Fig. 1: power grid
Bar = 20 µm. Pins as bars on the die edge. Tap cells in gray.
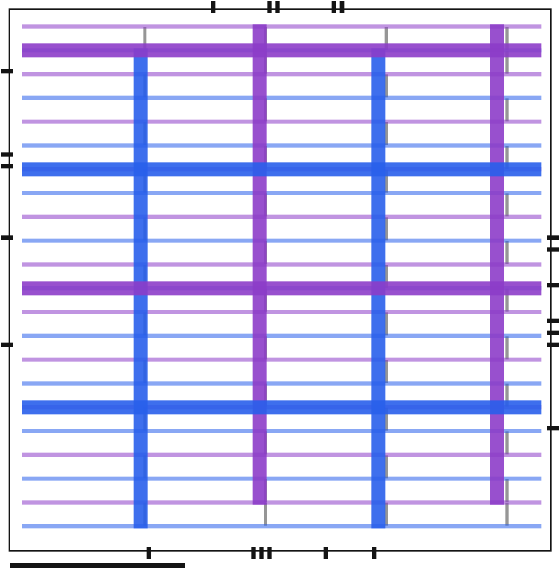
Fig. 2: placement by cell class
Bar = 20 µm.
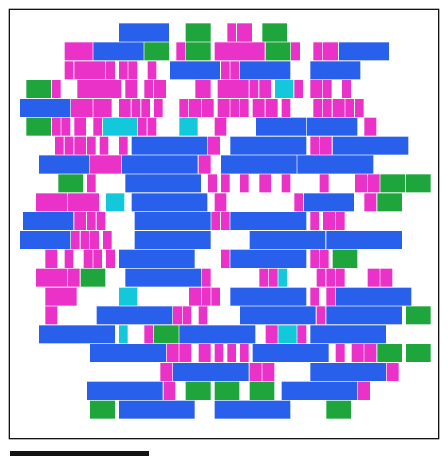
Fig. 3: routed clock nets over the placement
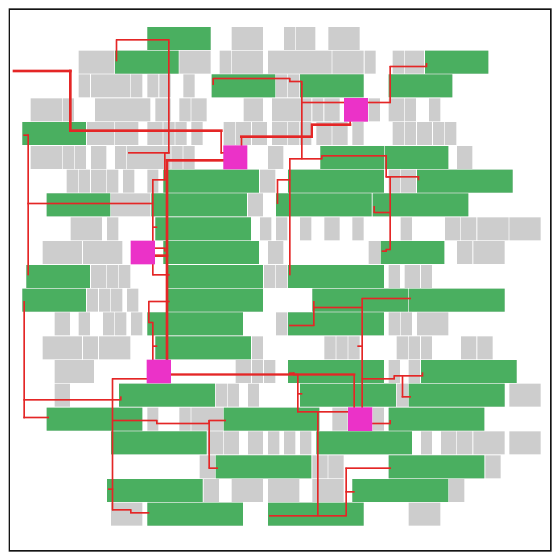
Fig. 4: signal wires by layer
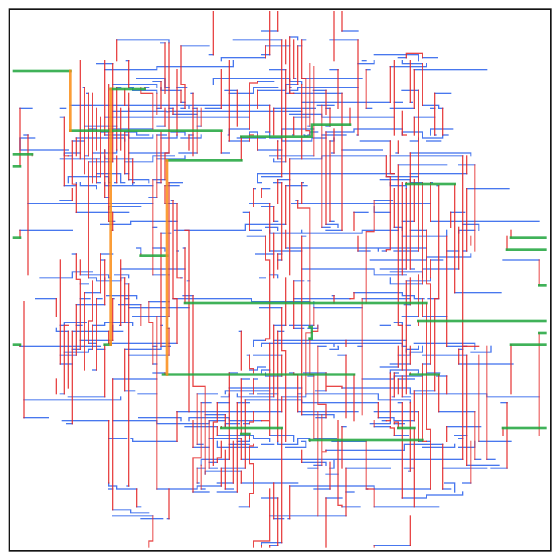
### src/rtl/attn_pkg.sv
// Shared attention-engine types and defaults used by the score transmit stage.
package attn_pkg;

   localparam int unsigned SCORE_W        = 8;
   localparam int unsigned VEC_LEN_DEF    = 4;
   localparam int unsigned FIFO_DEPTH_DEF = 4;

   typedef enum logic [0:0] {
      STREAM = 1'b0,
      WRAP   = 1'b1
   } tx_frame_state_t;

   // Index width that stays at least one bit for degenerate sizes.
   function automatic int unsigned idx_w(input int unsigned n);
      return (n > 1) ? $clog2(n) : 1;
   endfunction

endpackage

### src/rtl/score_fifo.sv
// Score storage FIFO: memory, wrapping pointers and occupancy count.
// No bypass: a word written into an empty FIFO becomes visible next cycle.
module score_fifo
   import attn_pkg::*;
#(
   parameter int unsigned DEPTH = FIFO_DEPTH_DEF,
   parameter int unsigned WIDTH = SCORE_W
) (
   input  logic                         clk,
   input  logic                         rst,
   input  logic                         push,
   input  logic                         pop,
   input  logic [WIDTH-1:0]             wr_data,
   output logic [WIDTH-1:0]             rd_data,
   output logic [$clog2(DEPTH):0]       count
);

   localparam int unsigned PTR_W = idx_w(DEPTH);
   localparam int unsigned CNT_W = PTR_W + 1;

   logic [WIDTH-1:0] mem [DEPTH];
   logic [PTR_W-1:0] wr_ptr;
   logic [PTR_W-1:0] rd_ptr;

   // Storage is deliberately left out of reset.
   always_ff @(posedge clk) begin
      if (push) begin
         mem[wr_ptr] <= wr_data;
      end
   end

   always_ff @(posedge clk) begin
      if (rst) begin
         wr_ptr <= '0;
         rd_ptr <= '0;
         count  <= '0;
      end else begin
         if (push) begin
            wr_ptr <= wr_ptr + PTR_W'(1);
         end
         if (pop) begin
            rd_ptr <= rd_ptr + PTR_W'(1);
         end
         case ({push, pop})
            2'b10:   count <= count + CNT_W'(1);
            2'b01:   count <= count - CNT_W'(1);
            default: count <= count;
         endcase
      end
   end

   assign rd_data = mem[rd_ptr];

endmodule

### src/rtl/score_tx.sv
// Master-side score transmit stage: FIFO-decoupled handshake, stall overflow
// detection and optional vector framing (enabled by SCORE_TX_LAST_EN).
module score_tx
   import attn_pkg::*;
#(
   parameter int unsigned DEPTH   = FIFO_DEPTH_DEF,
   parameter int unsigned WIDTH   = SCORE_W,
   parameter int unsigned VEC_LEN = VEC_LEN_DEF
) (
   input  logic             clk,
   input  logic             rst,
   input  logic [WIDTH-1:0] in_data,
   input  logic             in_vld,
   output logic             in_rdy,
   output logic [WIDTH-1:0] out_data,
   output logic             out_vld,
   input  logic             out_rdy,
`ifdef SCORE_TX_LAST_EN
   output logic             out_last,
`endif
   output logic             ovf_err
);

   localparam int unsigned CNT_W     = idx_w(DEPTH) + 1;
   localparam int unsigned STALL_MAX = DEPTH + 1;
   localparam int unsigned STALL_W   = $clog2(STALL_MAX + 1);

   logic [CNT_W-1:0]   count;
   logic [WIDTH-1:0]   head;
   logic               push;
   logic               pop;
   logic [STALL_W-1:0] stall_cnt;
   logic [STALL_W-1:0] stall_next;

   score_fifo #(
      .DEPTH (DEPTH),
      .WIDTH (WIDTH)
   ) u_fifo (
      .clk     (clk),
      .rst     (rst),
      .push    (push),
      .pop     (pop),
      .wr_data (in_data),
      .rd_data (head),
      .count   (count)
   );

   // Handshake decode from registered occupancy only.
   assign in_rdy   = (count != CNT_W'(DEPTH));
   assign out_vld  = (count != '0);
   assign out_data = out_vld ? head : '0;
   assign push     = in_vld & in_rdy;
   assign pop      = out_vld & out_rdy;

   always_comb begin
      stall_next = stall_cnt;
      if (push) begin
         stall_next = '0;
      end else if (in_vld && !in_rdy && (stall_cnt != STALL_W'(STALL_MAX))) begin
         stall_next = stall_cnt + STALL_W'(1);
      end
   end

   // Overflow flag is sticky until reset.
   always_ff @(posedge clk) begin
      if (rst) begin
         stall_cnt <= '0;
         ovf_err   <= 1'b0;
      end else begin
         stall_cnt <= stall_next;
         if (stall_next == STALL_W'(STALL_MAX)) begin
            ovf_err <= 1'b1;
         end
      end
   end

`ifdef SCORE_TX_LAST_EN
   localparam int unsigned BEAT_W = idx_w(VEC_LEN);

   tx_frame_state_t  state;
   tx_frame_state_t  state_next;
   tx_frame_state_t  frame;
   logic [BEAT_W-1:0] beat_cnt;
   logic [BEAT_W-1:0] beat_next;
   logic              beat_last;

   assign beat_last = (beat_cnt == BEAT_W'(VEC_LEN - 1));
   assign out_last  = beat_last & out_vld;

   always_ff @(posedge clk) begin
      if (rst) begin
         state    <= STREAM;
         beat_cnt <= '0;
      end else begin
         state    <= state_next;
         beat_cnt <= beat_next;
      end
   end

   // WRAP is resolved within the same cycle, so the register settles on STREAM.
   always_comb begin
      frame      = state;
      beat_next  = beat_cnt;
      state_next = state;
      case (frame)
         STREAM: begin
            if (pop) begin
               if (beat_last) begin
                  frame = WRAP;
               end else begin
                  beat_next = beat_cnt + BEAT_W'(1);
               end
            end
         end
         default: ;
      endcase
      if (frame == WRAP) begin
         beat_next = '0;
         frame     = STREAM;
      end
      state_next = frame;
   end
`endif

endmodule

### config.mk
export PLATFORM = sky130hd
export DESIGN_NAME = score_tx
export DESIGN_NICKNAME = d
export VERILOG_FILES = /design/src/rtl/attn_pkg.sv /design/src/rtl/score_fifo.sv /design/src/rtl/score_tx.sv
export SDC_FILE = /design/constraint.sdc
export NUM_CORES = 1
export LEC_CHECK = 0
export ABC_AREA = 1
export CORE_UTILIZATION = 55
export CTS_CLUSTER_DIAMETER = 50
export DETAILED_ROUTE_END_ITERATION = 16
export PLACE_DENSITY = 0.79
export SLEW_MARGIN = 20
export SYNTH_ARGS = -nofsm -noshare
export SYNTH_HDL_FRONTEND = slang
export SYNTH_SLANG_ARGS = --single-unit
### constraint.sdc
create_clock -name clk -period 4.25 [get_ports clk]
set_input_delay 0.85 -clock clk [delete_from_list [all_inputs] [get_ports clk]]
set_output_delay 0.85 -clock clk [all_outputs]
set_load 0.05 [all_outputs]
==> commit_impl_results.txt <==
Update PnR metrics after Yosys + OpenROAD run

* Met2 capacity usage during global routing: 0.370
- Fill cells: 244
* Std cell rows: 21
- Looking at the max-slew report, the worst-margin pin has a slew of 804 ps.
* Crit path required time: 3400 ps
- Checking max transition, the worst relative margin is 0.462.
* Unique cell type count in the Yosys netlist: 22
- Vias in the first global route: 1346
* Tap cells: 46
- The number of hold buffers added after CTS was 0.
* Run status: finished clean
- The worst setup path is launched from a register.
- First-pass iteration count of the detailed router: 4
- End of the worst register-to-register path: u_fifo.count[2]
- The H-tree was split into 2 levels.
* Pin count of the biggest net entering global routing: 18
- Cells taking the most area after synthesis: sky130_fd_sc_hd__edfxtp_1 (49%), sky130_fd_sc_hd__dfxtp_1 (13%), sky130_fd_sc_hd__nor2_1 (7.8%), sky130_fd_sc_hd__o21ai_0 (5.6%), sky130_fd_sc_hd__inv_1 (4.6%)
- The initial antenna violation count came to 0.
* Post-Synthesis Mean Instance Area: approximately 10 µm²
* Setup TNS: 0 ps
* Grt met3 use: 0.0663
- Arithmetic-cell share of the synthesized area counting full adders, half adders and majority gates: 0.0548
* I/O Pins: 23
- Post-Layout Cell Count: 262
- Walking the critical path from launch to capture passes 4 cell instances.
- After legalization and detailed placement, the total HPWL measured around 2600 µm.
* Crit path largest cell delay: between 700 and 800 ps
* Final number of hold-violating endpoints: 0
* Starting utilization of the core area: 0.579
* Number of clock buffers in the layout: 8
* Relative contribution of combinational cells to total power: 0.440
- Layout Area Growth over Synthesis: 15.0%
* Number of instances in the placed design: 254
* Master of the slowest instance on the critical path: sky130_fd_sc_hd__dfxtp_1
- Crit path cell chain: inv_2 -> o21ai_0 -> a21oi_1 -> clkdlybuf4s50_1
- Overflow after GRT: 0
* Met1 track demand over resource in global routing: 0.250
- OpenROAD warning count: 30
- TritonCTS built the clock tree.
- The script extracted a net switching power of between 500 and 600 µW.
* Fraction of power consumed by sequential logic: 0.411
* CTS root buf: sky130_fd_sc_hd__clkbuf_4
- Non-Clock Buffer Count: 22
* Standard cell core area: 0.00339 mm²
- Biggest area consumer among synthesized cells: sky130_fd_sc_hd__edfxtp_1
- Internal: 792 µW
- For this run, the top clock speed supported by timing is about 300 MHz.
* Setup WS pre-CTS: 1380 ps
- After synthesis, the largest family of logic cells by area is simple AND/OR/NAND/NOR gates.
- Total of cells resized after clock tree synthesis: 0
- For this run, the script counts the antenna cells in the layout as 0.
* Worst path setup slack after routing: 999 ps
- Logic area: between 600 and 700 µm²
- Per the GRT log, the top usage layer is met2.
- Looking at the hold checks, the worst path lands on ovf_err.
- TritonCTS created 5 clock buffers.
- Routability-driven placement finished with a final weighted congestion of 0.808.
- The final timing summary puts the cycle share of the worst path at 0.765.
- Top routing layer used: met4
* Synth Flop Type: sky130_fd_sc_hd__edfxtp_1
- Critical Path AT: 2400 ps
* Fraction of the mapped netlist area in simple logic gates: 0.143
* Commonest cells in the netlist: sky130_fd_sc_hd__nor2_1 (41), sky130_fd_sc_hd__edfxtp_1 (32), sky130_fd_sc_hd__inv_1 (24)
- Largest area class, layout: registers
* Wl on met1: 1510 µm
* Largest regs: u_fifo.mem (32), stall_cnt (3), u_fifo.count (3)
* Post-synth EDFFs: 32
- Synth async-reset ratio: 0
- Measured in cells, the most critical reg-to-reg path has a length of 10.
* Gate Count Post-Synth: about 190
* Global Route Usage Sum: 0.213
* Die area: 0.00381 mm²
* Layout inverter count without the clock tree: 25
- Non-Filler Cell Area, Final: 0.00226 mm²
- Iteration-0 DRC count of the detailed router: 63
* Layout cells sized above 1: 0.0602
- In the Yosys report the total cell count is 191.
- Multi-input logic gates represent a cell area share of 0.268.
- After layout, the minimum clock period comes to 3250 ps.
## Picture notes: Fig. 1
VSS -> blue
VDD -> purple
signal pins = 23
met1 rails = 22
met5 straps = 4
worst supply voltage drop on vdd: 0.259 mV
horizontal die dimension: 61.7 µm
die height: 61.7 µm

## Picture notes: Fig. 2
flip-flops -> blue  # cells 45
all other logic -> magenta  # cells 141
other buffers and delay cells -> green  # cells 22
clock drivers and dummy loads -> cyan  # cells 8

## Picture notes: Fig. 3
cells driving clock nets -> magenta  # count 5
clock wires -> red  # length 452 µm
flip-flops -> green  # count 45
flops lie = all over the die
worst setup skew after layout: 10.2 ps
total clock network power: 206 µW
insertion delay of the later-clocked pin in the worst-skew pair: 350 ps
portion of total power attributed to the clock network: 0.149

## Picture notes: Fig. 4
met4 -> orange  # wire length 60.5 µm
met2 -> red  # wire length 1800 µm
met3 -> green  # wire length 173 µm
met1 -> blue  # wire length 1510 µm
routed length per instance: 13.5 µm
Routed WL: 3540 µm
via total after detailed routing: 1375

Power is estimated from default activity; no workload was simulated.
